$ cat src/rtl/axilite_reg_slice.sv
// axilite_reg_slice: AXI4-Lite register slice. Every channel (AW, W, B, AR, R)
// passes through its own two-entry skid buffer. Handshake outputs come straight
// from flops, so no combinational path runs from any input port to any output
// port, and one beat per cycle is still sustained.
// DATA_WIDTH is expected to be 32 or 64; the strobe width follows as DATA_WIDTH/8.
module axilite_reg_slice #(
  parameter int ADDR_WIDTH = 10,
  parameter int DATA_WIDTH = 32
) (
  input  logic                      aclk,
  input  logic                      areset,
  // upstream (master-facing) port
  input  logic [ADDR_WIDTH-1:0]     s_awaddr,
  input  logic                      s_awvalid,
  output logic                      s_awready,
  input  logic [DATA_WIDTH-1:0]     s_wdata,
  input  logic [DATA_WIDTH/8-1:0]   s_wstrb,
  input  logic                      s_wvalid,
  output logic                      s_wready,
  output logic [1:0]                s_bresp,
  output logic                      s_bvalid,
  input  logic                      s_bready,
  input  logic [ADDR_WIDTH-1:0]     s_araddr,
  input  logic                      s_arvalid,
  output logic                      s_arready,
  output logic [DATA_WIDTH-1:0]     s_rdata,
  output logic [1:0]                s_rresp,
  output logic                      s_rvalid,
  input  logic                      s_rready,
  // downstream (slave-facing) port
  output logic [ADDR_WIDTH-1:0]     m_awaddr,
  output logic                      m_awvalid,
  input  logic                      m_awready,
  output logic [DATA_WIDTH-1:0]     m_wdata,
  output logic [DATA_WIDTH/8-1:0]   m_wstrb,
  output logic                      m_wvalid,
  input  logic                      m_wready,
  input  logic [1:0]                m_bresp,
  input  logic                      m_bvalid,
  output logic                      m_bready,
  output logic [ADDR_WIDTH-1:0]     m_araddr,
  output logic                      m_arvalid,
  input  logic                      m_arready,
  input  logic [DATA_WIDTH-1:0]     m_rdata,
  input  logic [1:0]                m_rresp,
  input  logic                      m_rvalid,
  output logic                      m_rready
);
  localparam int STRB_WIDTH = DATA_WIDTH / 8;

  // AW: address travels master -> slave
  axilite_skid #(.W(ADDR_WIDTH)) u_aw (
    .clk_i(aclk), .rst_i(areset),
    .in_valid_i(s_awvalid), .in_ready_o(s_awready), .in_data_i(s_awaddr),
    .out_valid_o(m_awvalid), .out_ready_i(m_awready), .out_data_o(m_awaddr)
  );

  // W: data and strobes travel master -> slave, independent of AW
  axilite_skid #(.W(DATA_WIDTH + STRB_WIDTH)) u_w (
    .clk_i(aclk), .rst_i(areset),
    .in_valid_i(s_wvalid), .in_ready_o(s_wready), .in_data_i({s_wstrb, s_wdata}),
    .out_valid_o(m_wvalid), .out_ready_i(m_wready), .out_data_o({m_wstrb, m_wdata})
  );

  // B: write response travels slave -> master, response code passed untouched
  axilite_skid #(.W(2)) u_b (
    .clk_i(aclk), .rst_i(areset),
    .in_valid_i(m_bvalid), .in_ready_o(m_bready), .in_data_i(m_bresp),
    .out_valid_o(s_bvalid), .out_ready_i(s_bready), .out_data_o(s_bresp)
  );

  // AR: read address travels master -> slave
  axilite_skid #(.W(ADDR_WIDTH)) u_ar (
    .clk_i(aclk), .rst_i(areset),
    .in_valid_i(s_arvalid), .in_ready_o(s_arready), .in_data_i(s_araddr),
    .out_valid_o(m_arvalid), .out_ready_i(m_arready), .out_data_o(m_araddr)
  );

  // R: read data and response travel slave -> master
  axilite_skid #(.W(DATA_WIDTH + 2)) u_r (
    .clk_i(aclk), .rst_i(areset),
    .in_valid_i(m_rvalid), .in_ready_o(m_rready), .in_data_i({m_rresp, m_rdata}),
    .out_valid_o(s_rvalid), .out_ready_i(s_rready), .out_data_o({s_rresp, s_rdata})
  );
endmodule

// axilite_skid: two-entry skid buffer. The main register feeds the output; the
// skid register catches the one beat that can arrive while the output stalls.
// in_ready is a flop held low through reset so the upstream sees ready only
// from the first clock edge after reset release.
module axilite_skid #(
  parameter int W = 8
) (
  input  logic         clk_i,
  input  logic         rst_i,
  input  logic         in_valid_i,
  output logic         in_ready_o,
  input  logic [W-1:0] in_data_i,
  output logic         out_valid_o,
  input  logic         out_ready_i,
  output logic [W-1:0] out_data_o
);
  typedef enum logic [1:0] {
    S_EMPTY = 2'd0,
    S_ONE   = 2'd1,
    S_FULL  = 2'd2
  } state_e;

  state_e       state_q, state_d;
  logic [W-1:0] main_q, main_d;
  logic [W-1:0] skid_q, skid_d;
  logic         in_rdy_q, in_rdy_d;
  logic         out_vld_q, out_vld_d;
  logic         in_fire, out_fire;

  assign in_fire     = in_valid_i & in_rdy_q;
  assign out_fire    = out_vld_q & out_ready_i;
  assign in_ready_o  = in_rdy_q;
  assign out_valid_o = out_vld_q;
  assign out_data_o  = main_q;

  // State, payload and handshake flops; reset empties the buffer and drops beats
  always_ff @(posedge clk_i or posedge rst_i) begin
    if (rst_i) begin
      state_q   <= S_EMPTY;
      main_q    <= '0;
      skid_q    <= '0;
      in_rdy_q  <= 1'b0;
      out_vld_q <= 1'b0;
    end else begin
      state_q   <= state_d;
      main_q    <= main_d;
      skid_q    <= skid_d;
      in_rdy_q  <= in_rdy_d;
      out_vld_q <= out_vld_d;
    end
  end

  // Next-state and payload steering; handshake flops follow the next state
  always_comb begin
    state_d = state_q;
    main_d  = main_q;
    skid_d  = skid_q;
    unique case (state_q)
      S_EMPTY: begin
        if (in_fire) begin
          state_d = S_ONE;
          main_d  = in_data_i;
        end
      end
      S_ONE: begin
        if (in_fire && !out_fire) begin
          state_d = S_FULL;
          skid_d  = in_data_i;
        end else if (in_fire && out_fire) begin
          main_d  = in_data_i;
        end else if (out_fire) begin
          state_d = S_EMPTY;
        end
      end
      S_FULL: begin
        if (out_fire) begin
          state_d = S_ONE;
          main_d  = skid_q;
        end
      end
      default: state_d = S_EMPTY;
    endcase
    in_rdy_d  = (state_d != S_FULL);
    out_vld_d = (state_d != S_EMPTY);
  end
endmodule

$ cat config.mk
export PLATFORM = sky130hd
export DESIGN_NAME = axilite_reg_slice
export DESIGN_NICKNAME = d
export VERILOG_FILES = /design/src/rtl/axilite_reg_slice.sv
export SDC_FILE = /design/constraint.sdc
export NUM_CORES = 1
export LEC_CHECK = 0
export CORE_ASPECT_RATIO = 0.8
export CORE_UTILIZATION = 40
export CTS_CLUSTER_SIZE = 28
export DETAILED_ROUTE_END_ITERATION = 12
export MAX_ROUTING_LAYER = met4
export PLACE_DENSITY_LB_ADDON = 0.08
export SYNTH_ARGS = -nofsm -noshare
export SYNTH_HDL_FRONTEND = slang
export SYNTH_HIERARCHICAL = 1
export SYNTH_SLANG_ARGS = --single-unit
$ cat constraint.sdc
create_clock -name aclk -period 4.4 [get_ports aclk]
set_input_delay 0.44 -clock aclk [delete_from_list [all_inputs] [get_ports aclk]]
set_output_delay 0.44 -clock aclk [all_outputs]
set_load 0.05 [all_outputs]
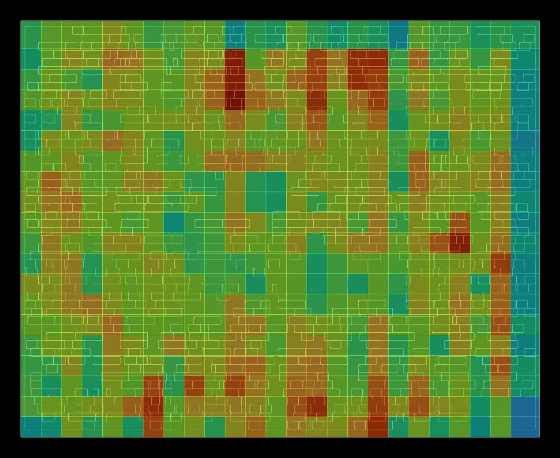
**Above:** routing congestion.
post-DR wirelength/cell: 17.9 um
GR Util met2: 26.9%
gr busiest metal: met2
grt met1 use: 22.7%
met3 global-route usage: 4.40%

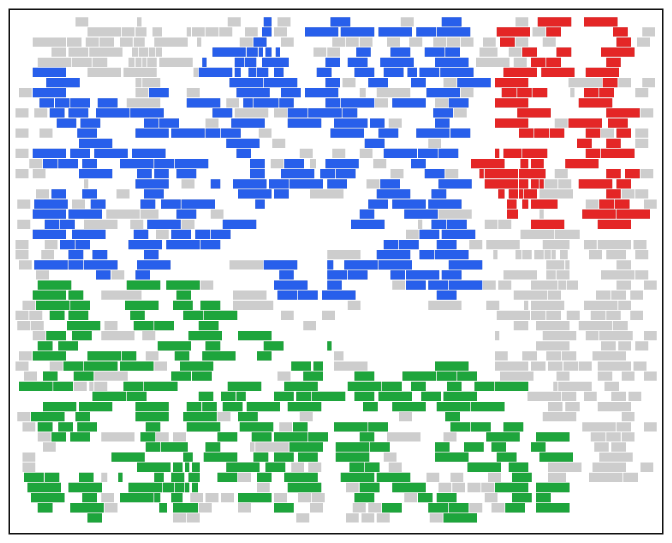
**Above:** placement by RTL instance.
Other cells in grey.
colour	instance	cells
green	`u_r`	194
red	`u_aw`	72
blue	`u_w`	205
not coloured	348
Die ar.: 24600 um2
utilization after layout: 53.7%

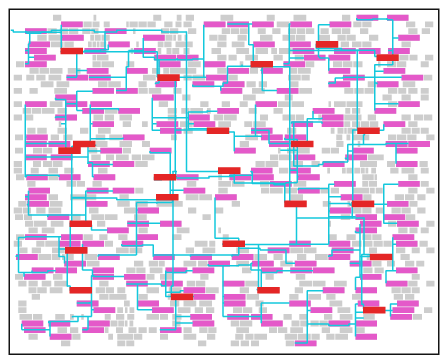
**Above:** clock distribution.
[magenta] flip-flops | count: 204
[cyan] clock wires | length: 2860 um
[red] cells driving clock nets | count: 23
routed clock nets	24
Setup Skew: 0.0114 ns
Clock power frac: 17.0%

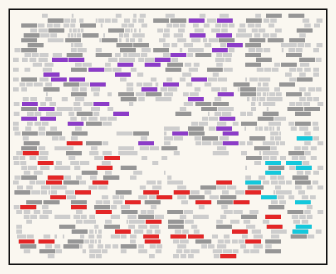
**Above:** sequential cells coloured by netlist name.
Other sequential cells in the stronger grey, the rest of the logic in the fainter grey.
colour	name in the netlist	sequential cells
purple	`u_w/out_data_o`	36
cyan	`u_ar/skid_q`	10
red	`u_r/out_data_o`	34
sequential power: 3.44 mW
FF/Latch Area: 5100 um2
Seq area share: 40.6%

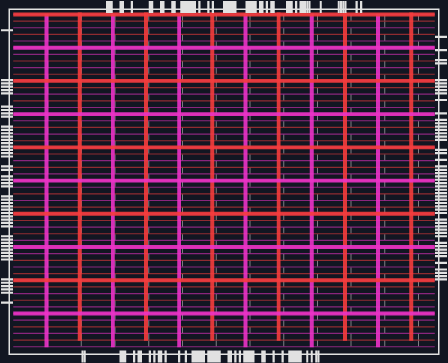
**Above:** PDN straps and rails.
Pins as bars on the die edge. Tap cells in grey.
colour	net
magenta	VSS
red	VDD
met1 rails	51
signal pins	206
met5 straps	10

worst paths after layout:
path                                             from                              to  depth (start not counted)
hold reg to reg            u_aw/skid_q[5]$_DFFE_PP0P_      u_aw/skid_q[5]$_DFFE_PP0P_                          1
setup reg to reg             u_w/state_q[1]$_DFF_PP0_  u_w/out_data_o[21]$_DFFE_PP0P_                          4
max in group asynchronous                      areset  u_r/out_data_o[17]$_DFFE_PP0P_                          3
hold / removal             u_aw/skid_q[5]$_DFFE_PP0P_      u_aw/skid_q[5]$_DFFE_PP0P_                          1
min in group asynchronous                      areset       u_b/skid_q[1]$_DFFE_PP0P_                          2
setup / recovery             u_w/state_q[1]$_DFF_PP0_  u_w/out_data_o[21]$_DFFE_PP0P_                          4
critical path: stages, from the launching register on:
cell,delay [ns]
dfrtp_1,0.43
nand3b_1,0.27
o22ai_4,0.73
buf_4,0.42
mux2_2,0.38
stage by stage:
| stage | util, % | cells | instance area, um2 | setup slack (ns) |
|---|---|---|---|---|
| finish | 53.7 | 1131 | 12600 | 2.04 |
| global route | 53.7 | 1131 | 12600 | 1.93 |
| CTS | 53.7 | 1131 | 12600 | 2.02 |
| detailed placement | 50.5 | 1091 | 11900 | 1.58 |
| global placement | 50.5 | 1091 | 11900 | 1.62 |
| floorplan | - | 589 | 9600 | 2.02 |
per-layer routing:
metal | routed length, um | GRT usage (%) | vias up
met1 | 9250 | 22.7 | 2785
li1 | - | - | 2558
met2 | 9240 | 26.9 | 142
met4 | 442 | 4.44 | 0
met5 | 0 | - | -
met3 | 1300 | 4.40 | 35
synthesized netlist by cell type, drive strengths merged (5+ instances only):
cell and instances:
nand2 14, buf 22, nand3 6, dfrtp 204, o21ai 7, mux2 276, inv 10, a21boi 5
nand2b 5
==> impl_metrics.tcl <==
# implementation run metrics
set metrics [dict create \
    crit_required_ns 4.78 \
    seqPwrFrac_pct 31.4 \
    p_switching_mw 4.32 \
    largest_cell_class "sequential cells" \
    slew_headroom_pct 35.4 \
    fp_nets 693 \
    netlist_area_um2 9600 \
    ios 206 \
    synthCells 589 \
    drcViolationCount 0 \
    drive_gt1_share_pct 41.5 \
    comb_power_share_pct 51.6 \
    ant_nets 0 \
    die_w_um 175 \
    ys_ff 204 \
    ys_async_sr_fraction_pct 100 \
    ys.flop_type "dfrtp_1" \
    max_clock_freq_mhz 424 \
    root_buffer "clkbuf_16" \
    cts_made_buffers 23 \
    coreArea_um2 23500 \
    maxSlewViolCount 0 \
    buffers_excl_clock 212 \
    p_leak_nw 5.58 \
    finalCriticalPeriod_ns 2.36 \
    aoi_share_pct 3.36 \
    p_int_mw 6.66 \
    postCtsHoldBufs 0 \
    n_fill_cell 1932 \
    area_growth_pct 31.2 \
    layout_top_cells "clkdlybuf4s50_1 (205), dfrtp_1 (204), mux2_2 (154)" \
    hpwl_um 13800 \
    fin_total_pwr_mw 11.0 \
    ir_drop_mv 0.415 \
    clkbuf_count 34 \
    clock_sinks 204 \
    gp_congestion 0.782 \
    htree_levels 1 \
    ff_count 204 \
    topCellsByArea "dfrtp_1 (53%), mux2_4 (19%), mux2_2 (18%)" \
    path_clk_slew_ns 0.06 \
    status "finished clean" \
    dieHeight_um 141 \
    worst_pin_slew_ns 0.965 \
    postCtsSetupRepairBufs 0 \
    adder_share_pct 0 \
    drt_iter0_markers 177 \
    setup_violations 0 \
    yosys_warnings 6 \
    cts_tree "yes" \
    maxPowerGroup "combinational cells" \
    pg_clk_mw 1.87 \
    fin_nets 908 \
    mux_share_pct 37.5 \
    layout_top_cell "clkdlybuf4s50_1" \
    yosys_cells 589 \
    track_usage_pct 17.3 \
    cts_max_path_buffers 3 \
    synth_area_leader_cell "dfrtp_1" \
    cts_resized 0 \
    grt-ovfl-total 0 \
    dr.pass1.iters 6 \
    clkCellAreaFrac_pct 5.79 \
    drv_cap 0 \
    inverters_excl_clock 10 \
    sh_comb_area_pct 33.5 \
    drt-total-wl_um 20200 \
]
Power and IR drop assume default switching activity.
